===== config.mk =====
export PLATFORM = sky130hd
export DESIGN_NAME = rob_commit_unit_flat
export DESIGN_NICKNAME = d
export VERILOG_FILES = /design/src/rtl/rob_commit_unit_pkg.sv /design/src/rtl/rob_commit_unit_if.sv /design/src/rtl/rob_commit_unit_query_port.sv /design/src/rtl/rob_commit_unit.sv /design/src/flat_wrapper.sv
export SDC_FILE = /design/constraint.sdc
export NUM_CORES = 2
export LEC_CHECK = 0
export CAP_MARGIN = 20
export CORE_MARGIN = 4
export CORE_UTILIZATION = 35
export CTS_CLUSTER_DIAMETER = 50
export DETAILED_ROUTE_END_ITERATION = 8
export PLACE_DENSITY = 0.64
export REMOVE_ABC_BUFFERS = 1
export SLEW_MARGIN = 20
export SYNTH_ARGS = -nofsm -noshare
export SYNTH_HDL_FRONTEND = slang
export SYNTH_SLANG_ARGS = --single-unit

===== constraint.sdc =====
create_clock -name clk -period 3.76 [get_ports clk]
set_clock_uncertainty 0.05 [all_clocks]
set_input_delay 0.752 -clock clk [delete_from_list [all_inputs] [get_ports clk]]
set_output_delay 0.752 -clock clk [all_outputs]
set_load 0.01 [all_outputs]

===== src/rtl/rob_commit_unit_pkg.sv =====
// Shared definitions for the reorder buffer: tag encoding, entry field widths
// and the tag-to-index mapping used by both the capture path and the query ports.
package rob_pkg;

  localparam logic [31:0] TAG_NONE = '0;
  localparam int unsigned RD_W     = 5;

  // Tags are index + 1 so that tag 0 can mean "no producer / no broadcast".
  function automatic logic [31:0] tag_to_idx(input logic [31:0] tag);
    return tag - 32'd1;
  endfunction

  function automatic logic tag_in_range(input logic [31:0] tag, input int unsigned depth);
    return (tag != TAG_NONE) && (tag <= depth);
  endfunction

endpackage


===== src/rtl/rob_commit_unit_if.sv =====
// Issue / CDB / query / commit bundle of the reorder buffer.
// master = core side (issue, CDB, RAT, regfile); slave = the ROB.
interface rob_commit_unit_if
  import rob_pkg::*;
#(
  parameter int DEPTH = 8,
  parameter int TAG_W = 8,
  parameter int XLEN  = 32
);
  logic                     alloc_valid;
  logic                     alloc_ready;
  logic [RD_W-1:0]          alloc_rd;
  logic [XLEN-1:0]          alloc_pc;
  logic                     alloc_is_ctrl;
  logic [TAG_W-1:0]         alloc_tag;
  logic [TAG_W-1:0]         cdb_tag;
  logic [XLEN-1:0]          cdb_data;
  logic                     cdb_redirect;
  logic [XLEN-1:0]          cdb_target;
  logic [TAG_W-1:0]         q_tag_a;
  logic [TAG_W-1:0]         q_tag_b;
  logic                     q_ready_a;
  logic                     q_ready_b;
  logic [XLEN-1:0]          q_data_a;
  logic [XLEN-1:0]          q_data_b;
  logic                     commit_ready;
  logic                     commit_valid;
  logic [RD_W-1:0]          commit_rd;
  logic [XLEN-1:0]          commit_data;
  logic [TAG_W-1:0]         commit_tag;
  logic [XLEN-1:0]          commit_pc;
  logic                     flush;
  logic [XLEN-1:0]          redirect_pc;
  logic [$clog2(DEPTH):0]   count;

  modport master (
    output alloc_valid, alloc_rd, alloc_pc, alloc_is_ctrl,
    output cdb_tag, cdb_data, cdb_redirect, cdb_target,
    output q_tag_a, q_tag_b, commit_ready,
    input  alloc_ready, alloc_tag, q_ready_a, q_ready_b, q_data_a, q_data_b,
    input  commit_valid, commit_rd, commit_data, commit_tag, commit_pc,
    input  flush, redirect_pc, count
  );

  modport slave (
    input  alloc_valid, alloc_rd, alloc_pc, alloc_is_ctrl,
    input  cdb_tag, cdb_data, cdb_redirect, cdb_target,
    input  q_tag_a, q_tag_b, commit_ready,
    output alloc_ready, alloc_tag, q_ready_a, q_ready_b, q_data_a, q_data_b,
    output commit_valid, commit_rd, commit_data, commit_tag, commit_pc,
    output flush, redirect_pc, count
  );
endinterface


===== src/rtl/rob_commit_unit_query_port.sv =====
// Source-operand lookup into the ROB by tag.
// Build option ROB_CDB_BYPASS_EN forwards a same-cycle CDB broadcast.
module rob_query_port
  import rob_pkg::*;
#(
  parameter int DEPTH = 8,
  parameter int TAG_W = 8,
  parameter int XLEN  = 32
) (
  input  logic [TAG_W-1:0] q_tag,
  input  logic [DEPTH-1:0] valid,
  input  logic [DEPTH-1:0] done,
  input  logic [XLEN-1:0]  entry_data [DEPTH],
`ifdef ROB_CDB_BYPASS_EN
  input  logic [TAG_W-1:0] cdb_tag,
  input  logic [XLEN-1:0]  cdb_data,
`endif
  output logic             ready,
  output logic [XLEN-1:0]  q_data
);
  localparam int unsigned PTR_W = $clog2(DEPTH);

  logic             in_range;
  logic [PTR_W-1:0] idx;

  always_comb begin
    in_range = tag_in_range(32'(q_tag), DEPTH);
    idx      = PTR_W'(tag_to_idx(32'(q_tag)));
    ready    = 1'b0;
    q_data   = '0;
    if (32'(q_tag) == TAG_NONE) begin
      ready = 1'b1;
    end else if (in_range && valid[idx] && done[idx]) begin
      ready  = 1'b1;
      q_data = entry_data[idx];
    end
`ifdef ROB_CDB_BYPASS_EN
    if (in_range && valid[idx] && (cdb_tag == q_tag)) begin
      ready  = 1'b1;
      q_data = cdb_data;
    end
`endif
  end
endmodule


===== src/rtl/rob_commit_unit.sv =====
// Reorder buffer: allocates at issue, captures CDB results, retires in order,
// squashes on a taken branch. Optional build macro: ROB_CDB_BYPASS_EN.
module rob_commit_unit
  import rob_pkg::*;
#(
  parameter int DEPTH = 8,
  parameter int TAG_W = 8,
  parameter int XLEN  = 32
) (
  input logic             clk,
  input logic             rst_n,
  rob_commit_unit_if.slave rob
);
  localparam int unsigned PTR_W = $clog2(DEPTH);
  localparam int unsigned CNT_W = PTR_W + 1;
  localparam int unsigned N     = DEPTH;

  logic [PTR_W-1:0] head, tail, cdb_idx;
  logic [CNT_W-1:0] cnt;
  logic [DEPTH-1:0] valid, done, is_ctrl, redirect;
  logic [RD_W-1:0]  rd_q     [DEPTH];
  logic [XLEN-1:0]  pc_q     [DEPTH];
  logic [XLEN-1:0]  target_q [DEPTH];
  logic [XLEN-1:0]  data_q   [DEPTH];
  logic             alloc_fire, commit_fire, cdb_hit;

  always_comb begin
    rob.alloc_ready  = (cnt < CNT_W'(DEPTH));
    rob.alloc_tag    = TAG_W'(tail) + TAG_W'(1);
    rob.commit_valid = valid[head] & done[head];
    commit_fire      = rob.commit_valid & rob.commit_ready;
    rob.flush        = commit_fire & redirect[head];
    alloc_fire       = rob.alloc_valid & rob.alloc_ready & ~rob.flush;
    rob.commit_rd    = rd_q[head];
    rob.commit_data  = data_q[head];
    rob.commit_tag   = TAG_W'(head) + TAG_W'(1);
    rob.commit_pc    = pc_q[head];
    rob.redirect_pc  = target_q[head];
    rob.count        = cnt;
    cdb_idx          = PTR_W'(tag_to_idx(32'(rob.cdb_tag)));
    cdb_hit          = tag_in_range(32'(rob.cdb_tag), DEPTH) && valid[cdb_idx];
  end

  always_ff @(posedge clk or negedge rst_n) begin
    if (!rst_n) begin
      head     <= '0;
      tail     <= '0;
      cnt      <= '0;
      valid    <= '0;
      done     <= '0;
      is_ctrl  <= '0;
      redirect <= '0;
      for (int unsigned i = 0; i < N; i++) begin
        rd_q[i]     <= '0;
        pc_q[i]     <= '0;
        target_q[i] <= '0;
        data_q[i]   <= '0;
      end
    end else begin
      // Redirect only counts for entries issued as control flow.
      if (cdb_hit) begin
        done[cdb_idx]     <= 1'b1;
        data_q[cdb_idx]   <= rob.cdb_data;
        redirect[cdb_idx] <= rob.cdb_redirect & is_ctrl[cdb_idx];
        target_q[cdb_idx] <= rob.cdb_target;
      end
      if (alloc_fire) begin
        valid[tail]    <= 1'b1;
        done[tail]     <= 1'b0;
        redirect[tail] <= 1'b0;
        is_ctrl[tail]  <= rob.alloc_is_ctrl;
        rd_q[tail]     <= rob.alloc_rd;
        pc_q[tail]     <= rob.alloc_pc;
        tail           <= tail + PTR_W'(1);
      end
      if (commit_fire) begin
        valid[head] <= 1'b0;
        head        <= head + PTR_W'(1);
      end
      // Flush overrides the per-entry updates above, dropping any same-cycle allocation.
      if (rob.flush) begin
        valid <= '0;
        done  <= '0;
        head  <= '0;
        tail  <= '0;
        cnt   <= '0;
      end else if (alloc_fire != commit_fire) begin
        cnt <= alloc_fire ? cnt + CNT_W'(1) : cnt - CNT_W'(1);
      end
    end
  end

  rob_query_port #(.DEPTH(DEPTH), .TAG_W(TAG_W), .XLEN(XLEN)) u_query_a (
    .q_tag      (rob.q_tag_a),
    .valid      (valid),
    .done       (done),
    .entry_data (data_q),
`ifdef ROB_CDB_BYPASS_EN
    .cdb_tag    (rob.cdb_tag),
    .cdb_data   (rob.cdb_data),
`endif
    .ready      (rob.q_ready_a),
    .q_data     (rob.q_data_a)
  );

  rob_query_port #(.DEPTH(DEPTH), .TAG_W(TAG_W), .XLEN(XLEN)) u_query_b (
    .q_tag      (rob.q_tag_b),
    .valid      (valid),
    .done       (done),
    .entry_data (data_q),
`ifdef ROB_CDB_BYPASS_EN
    .cdb_tag    (rob.cdb_tag),
    .cdb_data   (rob.cdb_data),
`endif
    .ready      (rob.q_ready_b),
    .q_data     (rob.q_data_b)
  );
endmodule


===== src/flat_wrapper.sv =====
// flat-port wrapper written by rule: the top's interface ports become plain ports
module rob_commit_unit_flat import rob_pkg::*;
#(
  parameter int DEPTH = 8,
  parameter int TAG_W = 8,
  parameter int XLEN  = 32
)
  (clk, rst_n, rob_alloc_valid, rob_alloc_rd, rob_alloc_pc, rob_alloc_is_ctrl, rob_cdb_tag, rob_cdb_data, rob_cdb_redirect, rob_cdb_target, rob_q_tag_a, rob_q_tag_b, rob_commit_ready, rob_alloc_ready, rob_alloc_tag, rob_q_ready_a, rob_q_ready_b, rob_q_data_a, rob_q_data_b, rob_commit_valid, rob_commit_rd, rob_commit_data, rob_commit_tag, rob_commit_pc, rob_flush, rob_redirect_pc, rob_count);
  rob_commit_unit_if #(.DEPTH(DEPTH), .TAG_W(TAG_W), .XLEN(XLEN)) rob_i ();
  input logic clk;
  input logic rst_n;
  input wire logic [$bits(rob_i.alloc_valid)-1:0] rob_alloc_valid;
  input wire logic [$bits(rob_i.alloc_rd)-1:0] rob_alloc_rd;
  input wire logic [$bits(rob_i.alloc_pc)-1:0] rob_alloc_pc;
  input wire logic [$bits(rob_i.alloc_is_ctrl)-1:0] rob_alloc_is_ctrl;
  input wire logic [$bits(rob_i.cdb_tag)-1:0] rob_cdb_tag;
  input wire logic [$bits(rob_i.cdb_data)-1:0] rob_cdb_data;
  input wire logic [$bits(rob_i.cdb_redirect)-1:0] rob_cdb_redirect;
  input wire logic [$bits(rob_i.cdb_target)-1:0] rob_cdb_target;
  input wire logic [$bits(rob_i.q_tag_a)-1:0] rob_q_tag_a;
  input wire logic [$bits(rob_i.q_tag_b)-1:0] rob_q_tag_b;
  input wire logic [$bits(rob_i.commit_ready)-1:0] rob_commit_ready;
  output wire logic [$bits(rob_i.alloc_ready)-1:0] rob_alloc_ready;
  output wire logic [$bits(rob_i.alloc_tag)-1:0] rob_alloc_tag;
  output wire logic [$bits(rob_i.q_ready_a)-1:0] rob_q_ready_a;
  output wire logic [$bits(rob_i.q_ready_b)-1:0] rob_q_ready_b;
  output wire logic [$bits(rob_i.q_data_a)-1:0] rob_q_data_a;
  output wire logic [$bits(rob_i.q_data_b)-1:0] rob_q_data_b;
  output wire logic [$bits(rob_i.commit_valid)-1:0] rob_commit_valid;
  output wire logic [$bits(rob_i.commit_rd)-1:0] rob_commit_rd;
  output wire logic [$bits(rob_i.commit_data)-1:0] rob_commit_data;
  output wire logic [$bits(rob_i.commit_tag)-1:0] rob_commit_tag;
  output wire logic [$bits(rob_i.commit_pc)-1:0] rob_commit_pc;
  output wire logic [$bits(rob_i.flush)-1:0] rob_flush;
  output wire logic [$bits(rob_i.redirect_pc)-1:0] rob_redirect_pc;
  output wire logic [$bits(rob_i.count)-1:0] rob_count;
  assign rob_i.alloc_valid = rob_alloc_valid;
  assign rob_i.alloc_rd = rob_alloc_rd;
  assign rob_i.alloc_pc = rob_alloc_pc;
  assign rob_i.alloc_is_ctrl = rob_alloc_is_ctrl;
  assign rob_i.cdb_tag = rob_cdb_tag;
  assign rob_i.cdb_data = rob_cdb_data;
  assign rob_i.cdb_redirect = rob_cdb_redirect;
  assign rob_i.cdb_target = rob_cdb_target;
  assign rob_i.q_tag_a = rob_q_tag_a;
  assign rob_i.q_tag_b = rob_q_tag_b;
  assign rob_i.commit_ready = rob_commit_ready;
  assign rob_alloc_ready = rob_i.alloc_ready;
  assign rob_alloc_tag = rob_i.alloc_tag;
  assign rob_q_ready_a = rob_i.q_ready_a;
  assign rob_q_ready_b = rob_i.q_ready_b;
  assign rob_q_data_a = rob_i.q_data_a;
  assign rob_q_data_b = rob_i.q_data_b;
  assign rob_commit_valid = rob_i.commit_valid;
  assign rob_commit_rd = rob_i.commit_rd;
  assign rob_commit_data = rob_i.commit_data;
  assign rob_commit_tag = rob_i.commit_tag;
  assign rob_commit_pc = rob_i.commit_pc;
  assign rob_flush = rob_i.flush;
  assign rob_redirect_pc = rob_i.redirect_pc;
  assign rob_count = rob_i.count;
  rob_commit_unit #(.DEPTH(DEPTH), .TAG_W(TAG_W), .XLEN(XLEN)) u_core (.clk(clk), .rst_n(rst_n), .rob(rob_i));
endmodule

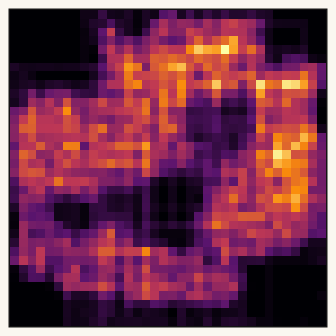
**Above:** routed metal per tile.
The die is cut into 36 by 36 equal tiles; black is low, pale yellow is high, scaled to the fullest tile. Values are wire area over tile area, all layers added.
- emptiest ninth of the die: top left
- fullest tile: 0.64
- tiles over half the peak: 19%
- nearly empty tiles: 13%
- mean over tiles: 0.19

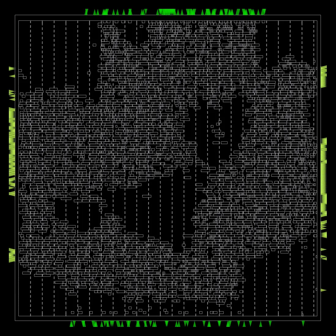
**Above:** placement view.
Seq area share: 38.94%
row cnt: 127
fin cells: 5617

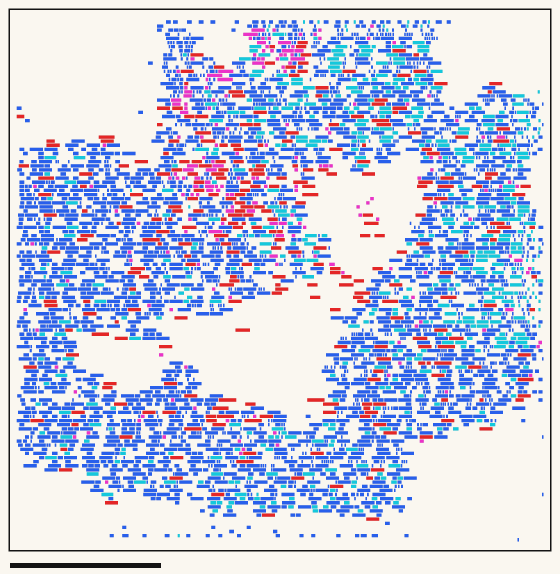
**Above:** cell sizes after repair.
The bar under the picture is 100 um long.
- magenta: _3 and _4 cells (cells 195; share 4.9%)
- cyan: _2 cells (cells 512; share 13%)
- blue: _0 and _1 cells (cells 2993; share 75%)
- red: _6 and larger (cells 292; share 7.3%)
number of signal-net buffers in the layout: 571
setup ws final: -0.05269 ns
Syn-to-layout area delta: 27.88%

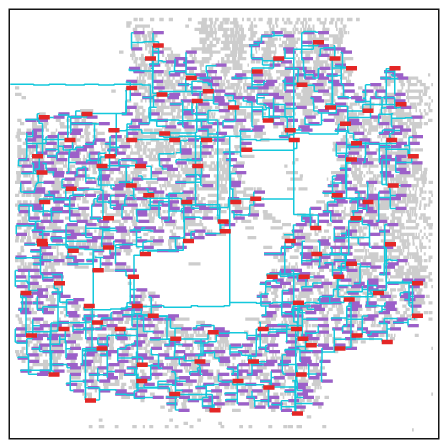
**Above:** clock wires, drivers and flops.
- purple: flip-flops (count 850)
- cyan: clock wires (length 11900 um)
- red: clock drivers (count 107)
- flops lie: widely spread

==> flow_summary_export.csv <==
group,metric,value,unit
logic_synthesis,yosys_warnings,0,
timing,fmax,0.2623,GHz
global_routing,grt_overflow,0,
cts,root_buffer,"clkbuf_16",
floorplan,fp.dieH,357.5,um
global_routing,globalRouteMet1Util,30.28,%
timing,hold_violations,0,
cts,cts_sinks,850,
cts,cts_max_path_buffers,3,
cts,cts_buffers,107,
timing,final.setup.worst_slack,-0.05269,ns
hold_path,whs_endpoint,"u_core.target_q[133]",
routing,postRouteAntennaNets,0,
place,dp_hpwl,86320,um
worst_setup_path,critical_path.startpoint_type,"flop",
timing,maxSlewViolCount,0,
pwr,leakagePower,0.02597,uW
global_routing,track_usage,22.53,%
run_status,outcome,"finished, violations left",
run_status,violations,"setup timing",
logic_synthesis,ys_cells,3483,
logic_synthesis,area_leaders,"dfrtp_1 (50%), mux2_1 (14%), mux4_2 (10%), nand2_1 (6.1%), mux2_2 (5.9%)",
global_routing,grt_antenna_before_repair,20,
place,gp_congestion,0.8224,
worst_setup_path,worstPathArrival,3.01,ns
timing,finalClockPeriodUsage,101.4,%
pwr,powerDensity,535.3,nW/um2
routing,drc_errors,0,
worst_setup_path,worstPathRequired,2.96,ns
global_routing,use_met2,35.77,%
worst_setup_path,criticalPathCategory,"flop to output port",
finish,drive_gt1_share,25.03,%
logic_synthesis,synthDistinctLibCells,56,
cts,path_clk_slew,0.06,ns
timing,worstMarginPinSlew,0.8214,ns
global_routing,met3_usage,5.915,%
logic_synthesis,ys_async_sr_fraction,100.0,%
worst_setup_path,reg2reg_to,"u_core.rob.count[3]",
logic_synthesis,synthCells,3483,
hold_path,hp-class,"flop to flop",
logic_synthesis,largest_area_cell,"dfrtp_1",
logic_synthesis,yosys.area.top_type_share,49.76,%
worst_setup_path,critPathMaxFanout,13,
logic_synthesis,ys_ff,850,
finish,nFillCells,10860,
routing,via_per_inst,5.585,
worst_setup_path,worstSetupEndpointType,"output port",
worst_setup_path,reg2reg_slack,0.53,ns
floorplan,io_pins,321,
cts,htree_levels,3,
logic_synthesis,edf_count,0,
logic_synthesis,ys_seq_share,49.76,%
global_routing,grt_max_degree,92,
timing,finalSetupViolCount,1,
floorplan,die_x,357.5,um
pwr,p_total,29260,uW
logic_synthesis,ys_area,42740,um2
run,cap_viol_max_count,0,
hold_path,hold_start,"u_core.target_q[133]",
-- kinds of logic (layout without fill, tap and decap cells) --
logic type                 Yosys count  after routing  synth area share, %
AOI/OAI and AO/OA                  365            365                5.503
xor gates and xnor gates            16             16               0.3279
adders and majority gates            8              8               0.2342
buffers and inverters              282            784                2.796
DFF                                850            850                49.76
muxes                             1078           1078                33.21
other                                1             21             0.008774
and+or+nand+nor                    883            883                8.156
-- worst max-delay path: stages (launching register included) --
cell and delay [ns]:
dfrtp_4 0.49, buf_12 0.18, buf_12 0.13, bufbuf_16 0.32, mux2i_1 0.19, o21ai_0 0.09, a221o_1 0.41, clkdlybuf4s50_1 0.51
-- synthesized netlist by cell type, drive strengths merged, types with 2 or more instances --
library cell  count
clkbuf          141
ha                8
o211ai            3
o221ai           13
a221oi           58
a22oi             3
o21ai           141
nand3            26
nor2            121
nor4              7
nor2b             4
and2              9
a21oi            90
nor3              8
dfrtp           850
nand2           690
o211a             4
nand2b            9
a21boi            6
o31a              2
inv              20
mux2            748
xnor2             7
o21a              3
a31oi             2
xor2              9
and3              3
mux4            197
o22a              2
a211o             2
o31ai             2
mux2i           133
a221o            29
buf             121
-- cell usage in the layout, fill, tap and decap left out, drive strengths merged, types with 58 or more instances in the layout --
cell           count
a221oi            58
clkbuf           169
a21oi             90
mux2             748
o21ai            141
buf              273
dlygate4sd2       91
nor2             121
mux2i            133
clkdlybuf4s50    145
nand2            690
mux4             197
dfrtp            850
-- repair_timing --
| item | 4_1_cts | 5_1_grt |
|---|---|---|
| cloned | 23 | 3 |
| pin swaps | 14 | 12 |
| hold buffers | 0 | 1 |
| buffers inserted | 50 | 3 |
| gates resized | 318 | 94 |
| setup endpoints to repair | 168 | 79 |
| endpoints found under the hold margin | 0 | 2 |
-- per-stage QoR --
step	setup TNS (ns)	util (%)	hold WS [ns]	area, um2
floorplan	-4324.42	-	0.3835	41650
global placement	-22.97	41.03	0.3957	49490
detailed placement	-25.20	41.03	0.4012	49490
CTS	-1.103	45.25	0.001593	54570
global route	-0.2252	45.30	0.4307	54630
finish	-0.05269	45.32	0.4112	54660
-- layer usage --
layer,part of all wire [%],wire length [um],vias up
met1,42,61640,16370
met3,8.6,12530,292
met4,3.2,4717,16
li1,-,-,13440
met2,46,66840,1248
met5,0.067,98,-
-- state kept, by name, summed over array words and instances (netlist names) --
register	cells
u_core.data_q	256
u_core.done	8
u_core.head	3
u_core.is_ctrl	8
u_core.pc_q	256
u_core.rd_q	40
u_core.redirect	8
u_core.rob.count	4
u_core.tail	3
u_core.target_q	256
u_core.valid	8
-- report_power, final --
part / switching, uW / leakage [uW] / internal [uW] / total, uW
Combinational: 3500 / 0.0126 / 3420 / 6920
Clock: 4240 / 0.00177 / 6480 / 10700
Sequential: 947 / 0.0116 / 10700 / 11600
-- area by class of cell --
type                       instances  area (um2)  share of cell area (%)
antenna                           13       32.53                 0.05952
clock buffer                     141        2998                   5.485
clock inverter                    52       699.4                   1.280
inverter                          20       103.9                  0.1900
multi-input combinational       2358       20850                   38.14
sequential                       850       21280                   38.94
tap                             1612        2017                   3.690
timing repair buffer             571        6676                   12.21
No activity file was given, so power comes from the tool's default toggle rates.
